<file path="src/rtl/gate_enable_gen_pkg.sv">
// ----------------------------------------------------------------------------
// gate_enable_gen_pkg
// Shared definitions for the gate enable generator.
//   GateWidthDefault : default bit width of the length / count fields
//   gate_state_e     : FSM state encoding (IDLE=0, ON=1, OFF=2, DONE=3)
// ----------------------------------------------------------------------------
package gate_enable_gen_pkg;

   localparam int unsigned GateWidthDefault = 8;

   typedef enum logic [1:0] {
      StIdle = 2'd0,
      StOn   = 2'd1,
      StOff  = 2'd2,
      StDone = 2'd3
   } gate_state_e;

endpackage : gate_enable_gen_pkg

</file>
<file path="src/rtl/gate_enable_gen.sv">
// ----------------------------------------------------------------------------
// gate_enable_gen
// Generates a burst of enable pulses for a downstream gate stage. Each pulse
// is high for on_len cycles, separated by off_len low cycles, repeated
// burst_count times. A one-cycle done pulse marks normal completion.
//
// Ports
//   i_clock       : single clock, all state updates on its rising edge
//   i_reset       : synchronous, active-high reset (highest priority)
//   i_start       : request a burst sequence, only sampled in IDLE
//   i_stop        : abort a running sequence (ON/OFF); beats start in IDLE
//   i_on_len      : cycles enable is high per pulse
//   i_off_len     : cycles enable is low between pulses
//   i_burst_count : number of enable pulses per sequence
//   o_enable      : registered enable, high only in ON
//   o_busy        : high in ON, OFF and DONE
//   o_done        : one-cycle pulse on normal completion
//   o_pulse_idx   : zero-based index of the current / last pulse
// ----------------------------------------------------------------------------
module gate_enable_gen
   import gate_enable_gen_pkg::*;
#(
   parameter int unsigned WIDTH = GateWidthDefault
) (
   input  logic             i_clock,
   input  logic             i_reset,
   input  logic             i_start,
   input  logic             i_stop,
   input  logic [WIDTH-1:0] i_on_len,
   input  logic [WIDTH-1:0] i_off_len,
   input  logic [WIDTH-1:0] i_burst_count,
   output logic             o_enable,
   output logic             o_busy,
   output logic             o_done,
   output logic [WIDTH-1:0] o_pulse_idx
);

   gate_state_e      r_state;
   logic [WIDTH-1:0] r_cnt;
   logic [WIDTH-1:0] r_on_len;
   logic [WIDTH-1:0] r_off_len;
   logic [WIDTH-1:0] r_burst_count;
   logic [WIDTH-1:0] r_pulse_idx;
   logic             r_enable;
   logic             r_busy;
   logic             r_done;

   // Index of the final pulse; only meaningful while running, where the
   // latched burst count is known to be nonzero.
   logic [WIDTH-1:0] w_last_idx;
   logic             w_last_pulse;
   logic             w_cnt_zero;

   assign w_last_idx   = r_burst_count - 1'b1;
   assign w_last_pulse = (r_pulse_idx == w_last_idx);
   assign w_cnt_zero   = (r_cnt == '0);

   // Outputs are registered alongside the state so that each output is a
   // flop, not a decode of the state bits.
   always_ff @(posedge i_clock) begin
      if (i_reset) begin
         r_state       <= StIdle;
         r_cnt         <= '0;
         r_on_len      <= '0;
         r_off_len     <= '0;
         r_burst_count <= '0;
         r_pulse_idx   <= '0;
         r_enable      <= 1'b0;
         r_busy        <= 1'b0;
         r_done        <= 1'b0;
      end else begin
         case (r_state)
            StIdle: begin
               r_enable <= 1'b0;
               r_busy   <= 1'b0;
               r_done   <= 1'b0;
               if (i_start && !i_stop) begin
                  r_on_len      <= i_on_len;
                  r_off_len     <= i_off_len;
                  r_burst_count <= i_burst_count;
                  r_pulse_idx   <= '0;
                  r_busy        <= 1'b1;
                  // Degenerate request: nothing to emit, report completion.
                  if ((i_on_len == '0) || (i_burst_count == '0)) begin
                     r_state <= StDone;
                     r_cnt   <= '0;
                     r_done  <= 1'b1;
                  end else begin
                     r_state  <= StOn;
                     r_cnt    <= i_on_len - 1'b1;
                     r_enable <= 1'b1;
                  end
               end
            end

            StOn: begin
               if (i_stop) begin
                  r_state  <= StIdle;
                  r_cnt    <= '0;
                  r_enable <= 1'b0;
                  r_busy   <= 1'b0;
                  r_done   <= 1'b0;
               end else if (!w_cnt_zero) begin
                  r_cnt <= r_cnt - 1'b1;
               end else if (w_last_pulse) begin
                  // Last pulse ends straight into DONE, no trailing gap.
                  r_state  <= StDone;
                  r_enable <= 1'b0;
                  r_done   <= 1'b1;
               end else if (r_off_len == '0) begin
                  // Zero gap: back-to-back pulses, enable stays high.
                  r_state     <= StOn;
                  r_cnt       <= r_on_len - 1'b1;
                  r_pulse_idx <= r_pulse_idx + 1'b1;
               end else begin
                  r_state  <= StOff;
                  r_cnt    <= r_off_len - 1'b1;
                  r_enable <= 1'b0;
               end
            end

            StOff: begin
               if (i_stop) begin
                  r_state  <= StIdle;
                  r_cnt    <= '0;
                  r_enable <= 1'b0;
                  r_busy   <= 1'b0;
                  r_done   <= 1'b0;
               end else if (!w_cnt_zero) begin
                  r_cnt <= r_cnt - 1'b1;
               end else begin
                  r_state     <= StOn;
                  r_cnt       <= r_on_len - 1'b1;
                  r_pulse_idx <= r_pulse_idx + 1'b1;
                  r_enable    <= 1'b1;
               end
            end

            StDone: begin
               // Stop is irrelevant here: the done pulse is already out.
               r_state  <= StIdle;
               r_cnt    <= '0;
               r_enable <= 1'b0;
               r_busy   <= 1'b0;
               r_done   <= 1'b0;
            end

            default: begin
               r_state  <= StIdle;
               r_cnt    <= '0;
               r_enable <= 1'b0;
               r_busy   <= 1'b0;
               r_done   <= 1'b0;
            end
         endcase
      end
   end

   assign o_enable    = r_enable;
   assign o_busy      = r_busy;
   assign o_done      = r_done;
   assign o_pulse_idx = r_pulse_idx;

endmodule : gate_enable_gen

</file>
<file path="config.mk">
export PLATFORM = sky130hd
export DESIGN_NAME = gate_enable_gen
export DESIGN_NICKNAME = d
export VERILOG_FILES = /design/src/rtl/gate_enable_gen_pkg.sv /design/src/rtl/gate_enable_gen.sv
export SDC_FILE = /design/constraint.sdc
export NUM_CORES = 1
export LEC_CHECK = 0
export ABC_CLOCK_PERIOD_IN_PS = 3100
export CELL_PAD_IN_SITES_DETAIL_PLACEMENT = 1
export CELL_PAD_IN_SITES_GLOBAL_PLACEMENT = 1
export CORE_MARGIN = 8
export CORE_UTILIZATION = 41
export DETAILED_ROUTE_END_ITERATION = 16
export PLACE_DENSITY_LB_ADDON = 0.12
export SKIP_CTS_REPAIR_TIMING = 1
export SYNTH_ARGS = -nofsm -noshare
export SYNTH_HDL_FRONTEND = slang
export SYNTH_SLANG_ARGS = --single-unit
</file>
<file path="constraint.sdc">
create_clock -name i_clock -period 3.1 [get_ports i_clock]
set_clock_uncertainty 0.05 [all_clocks]
set_input_delay 0.465 -clock i_clock [delete_from_list [all_inputs] [get_ports i_clock]]
set_output_delay 0.465 -clock i_clock [all_outputs]
set_load 0.01 [all_outputs]
</file>
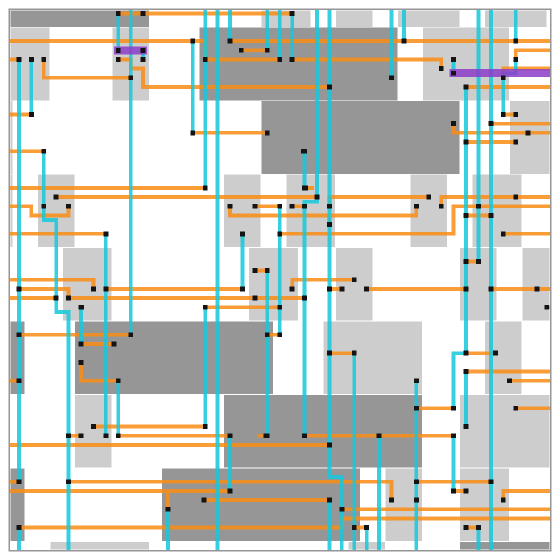
(run_1/zoom.png)
Region (16, 16) to (36, 36) um. Cells in grey, sequential cells in the stronger grey; small squares are vias.
legend:
  purple:
    layer: met3
  orange:
    layer: met1
  cyan:
    layer: met2
cells with their middle in the window: 25
sequential cells in the window: 5
netlist names of flops here include: `r_burst_count` (4), `r_on_len` (1)
most frequent: nand2_1 (7), a21oi_1 (5), dfxtp_1 (5)

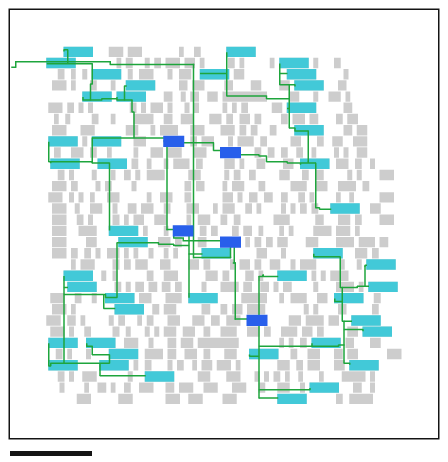
(run_1/clock_map.png)
Bar = 20 um.
legend:
  cyan:
    item: flip-flops
    count: 45
  green:
    item: clock wires
    length: 680 um
  blue:
    item: cells driving clock nets
    count: 5
flops lie: widely spread

==> flow report, run 1 <==
==========================================================================================
Chip height                                                                         104 um
Core utilization at floorplan                                                        0.417
Worst hold path cell count                                                               2
Setup total negative slack                                                            0 ps
Flip-flop and latch count after synthesis                                               45
Buffers on Ports                                                                        38
Grt met1 use                                                                         0.249
Dominant logic cell types in the final layout                                 nand2_1, dfxtp_1, a21oi_1
Static leakage                                                                  0.00136 uW
Slowest Stage Delay on Critical Path                                                830 ps
Critical path depth in cells                                                             7
Layout-stage area growth over the synthesis result                                   19.3%
Number of buffers created by CTS                                                         5
Data required time of the worst path                                               3280 ps
Worst-path cell with the longest stage delay                                       a31oi_1
Final cycle utilization of the critical path                                         0.948
Routed len/inst                                                                    17.8 um
Worst Slack Setup Final                                                             160 ps
YS chip area                                                                      3180 um2
Number of antenna violations at the first check in global routing                        0
Clock edge transition at the registers on the reported setup and hold paths          90 ps
Overall fraction of global-route tracks in use                                       0.184
Predominant post-synthesis flop cell                                               dfxtp_1
Cell at the root of the clock tree                                                clkbuf_8
Number of nets at floorplan                                                            467
MUX share of area                                                                   0.0169
Worst Reg-to-Reg Cells                                                                   7
Most used standard cells in the synthesized netlist                           nand2_1, dfxtp_1, a21oi_1, nor2_1, inv_1
Classification of the worst-slack hold path                                     reg -> reg
Worst relative slew slack                                                            0.312
Placed standard-cell area                                                         3670 um2
Outcome                                                                       complete, no violations
Number of diodes added for antenna fixing                                                0
DP HPWL                                                                            7.79 mm
Synthesized-area fraction occupied by ao, oa, aoi and oai cells                      0.270
Cells along the critical path                                                 or4_4 -> o21ai_0 -> a2111oi_4 -> and3_1 -> a31oi_1 -> o21ai_0 -> a21oi_1
Count of flip-flops with a built-in enable after synthesis                               0
Final weighted congestion of routability-driven global placement                     0.859
RSZ-0062 raised after global routing                                                    no
M3 GR Usage                                                                         0.0341
Post-synth cell types                                                                   66
Max Buffers Root-to-Sink                                                                 2
Crit path kind                                                                  reg -> reg
==========================================================================================
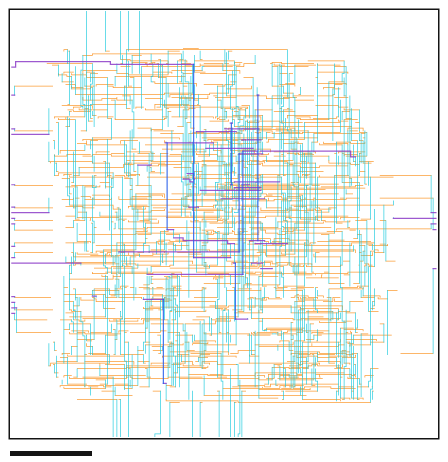
(run_1/metal_stack.png)
Bar = 20 um.
legend:
  purple:
    layer: met3
    wire_length: 346 um
  blue:
    layer: met4
    wire_length: 206 um
  cyan:
    layer: met2
    wire_length: 4440 um
  orange:
    layer: met1
    wire_length: 5080 um

run 1: tightest hold or removal path, stage by stage (launching register included):
cell and delay (ps):
dfxtp_1 340, nand2_1 60, a21oi_1 50
run 1: where the power goes:
group	total, uW	switching (uW)	internal (uW)
clock network	474	211	263
registers	805	122	682
logic	1800	1110	683
total	3070	1450	1630
run 1: cell type report:
| class | instances | area, um2 |
|---|---|---|
| Tap cell | 102 | 128 |
| Timing Repair Buffer | 48 | 455 |
| Clock buffer | 7 | 86.3 |
| Sequential cell | 45 | 901 |
| Fill cell | 984 | 3820 |
| Clock inverter | 1 | 30.0 |
| Multi-Input combinational cell | 339 | 2100 |
| Inverter | 25 | 93.8 |
==> run_1/pins.png <==
Pins as bars across the die edge, other pins in grey.
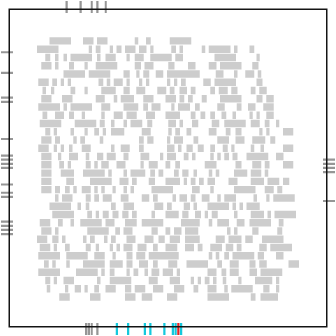

==> run 1 -> run 2 <==
--- a/config.mk
+++ b/config.mk
@@ -6,9 +6,9 @@
 export NUM_CORES = 1
 export LEC_CHECK = 0
 export ABC_CLOCK_PERIOD_IN_PS = 3100
+export CAP_MARGIN = 10
 export CELL_PAD_IN_SITES_DETAIL_PLACEMENT = 1
 export CELL_PAD_IN_SITES_GLOBAL_PLACEMENT = 1
-export CORE_MARGIN = 8
 export CORE_UTILIZATION = 41
 export DETAILED_ROUTE_END_ITERATION = 16
 export PLACE_DENSITY_LB_ADDON = 0.12
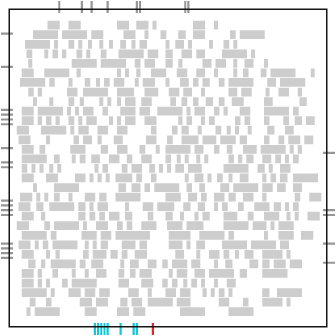
(run_2/pins.png)
Pins as bars across the die edge, other pins in grey.
legend:
  red:
    port: `o_done`
    pins: 1
    direction: output
    edge: bottom
  cyan:
    port: `o_pulse_idx`
    pins: 8
    direction: output
    edge: bottom

==> run 2 against run 1 <==
Effect of this change:
- critical path type unchanged
- design area shrank 0.83%
- maximum frequency grew 7.4%
- critical endpoint is now o_pulse_idx[3]
- wire length shrank 3.5%
- clock-buffer cell count shrank 1
- synthesized area is the same
==> flow report, run 2 <==
==========================================================================================
Total area of multi-input combinational cells                                     2100 um2
Flop Count                                                                              45
Non-CTS inverters                                                                       25
Dominant logic cell types in the final layout                                 nand2_1, dfxtp_1, a21oi_1
Share of cell area taken by multi-input logic gates                                  0.559
Crit path kind                                                                  reg -> reg
DP HPWL                                                                            7.60 mm
Final cycle utilization of the critical path                                         0.883
Power dissipated in combinational cells                                            1780 uW
Number of nets at floorplan                                                            467
Outcome                                                                       complete, no violations
Max Buffers Root-to-Sink                                                                 2
Clock edge transition at the registers on the reported setup and hold paths          90 ps
Internal power                                                                     1530 uW
Slowest Stage Delay on Critical Path                                                470 ps
Classification of the worst-slack hold path                                     reg -> reg
Layout-stage area growth over the synthesis result                                   18.4%
Most used standard cells in the synthesized netlist                           nand2_1, dfxtp_1, a21oi_1, nor2_1, inv_1
Non-clock buffer share of cell area                                                  0.121
Fraction of area in clock buffers and inverters                                     0.0220
Clock group                                                                         372 uW
Fraction of power consumed by the clock network                                      0.125
RSZ-0062 raised after global routing                                                    no
Worst hold path cell count                                                               2
Largest area class, layout                                                     logic gates
Total area of sequential cells                                                     901 um2
Non-Clock Buffer Count                                                                  48
Static leakage                                                                  0.00134 uW
Data required time of the worst path                                               3230 ps
Core utilization at floorplan                                                        0.431
Cells along the critical path                                                 inv_1 -> ha_1 -> nor3b_1 -> o2111ai_1 -> mux2_2 -> nor2_1 -> o211ai_2 -> a22oi_1 -> o32ai_2
Worst Reg-to-Reg Cells                                                                   9
==========================================================================================
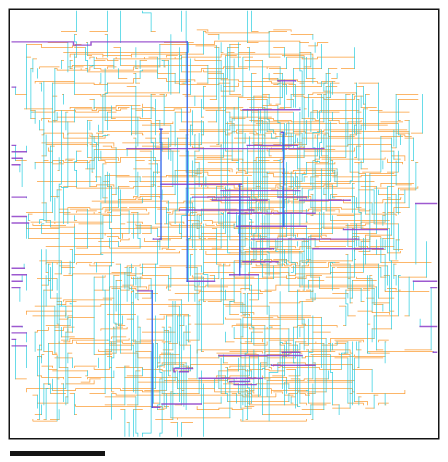
(run_2/metal_stack.png)
Bar = 20 um.
legend:
  blue:
    layer: met4
    wire_length: 137 um
  cyan:
    layer: met2
    wire_length: 4270 um
  orange:
    layer: met1
    wire_length: 4880 um
  purple:
    layer: met3
    wire_length: 422 um

==> run 2: per-layer routing <==
layer / part of all wire / GRT usage / wire length [um]
met2: 0.44 / 0.371 / 4270
met4: 0.014 / 0.0712 / 136
met5: 0 / 0 / 0
met3: 0.043 / 0.0305 / 421
met1: 0.50 / 0.363 / 4880
==> run 2: cells by family (layout without fill, tap and decap cells) <==
kind of cell             after synthesis  after routing  synth area share
multiplexers                           5              5            0.0169
AND/OR/NAND/NOR                      175            175             0.262
flip-flops                            45             45             0.284
XOR/XNOR                              26             26            0.0717
AND-OR/OR-AND                        123            123             0.270
buffers and inverters                 45             81            0.0563
adder cells (fa/ha/maj)               10             10            0.0394
Power figures rest on the tool's default switching activity, not on a simulated workload.
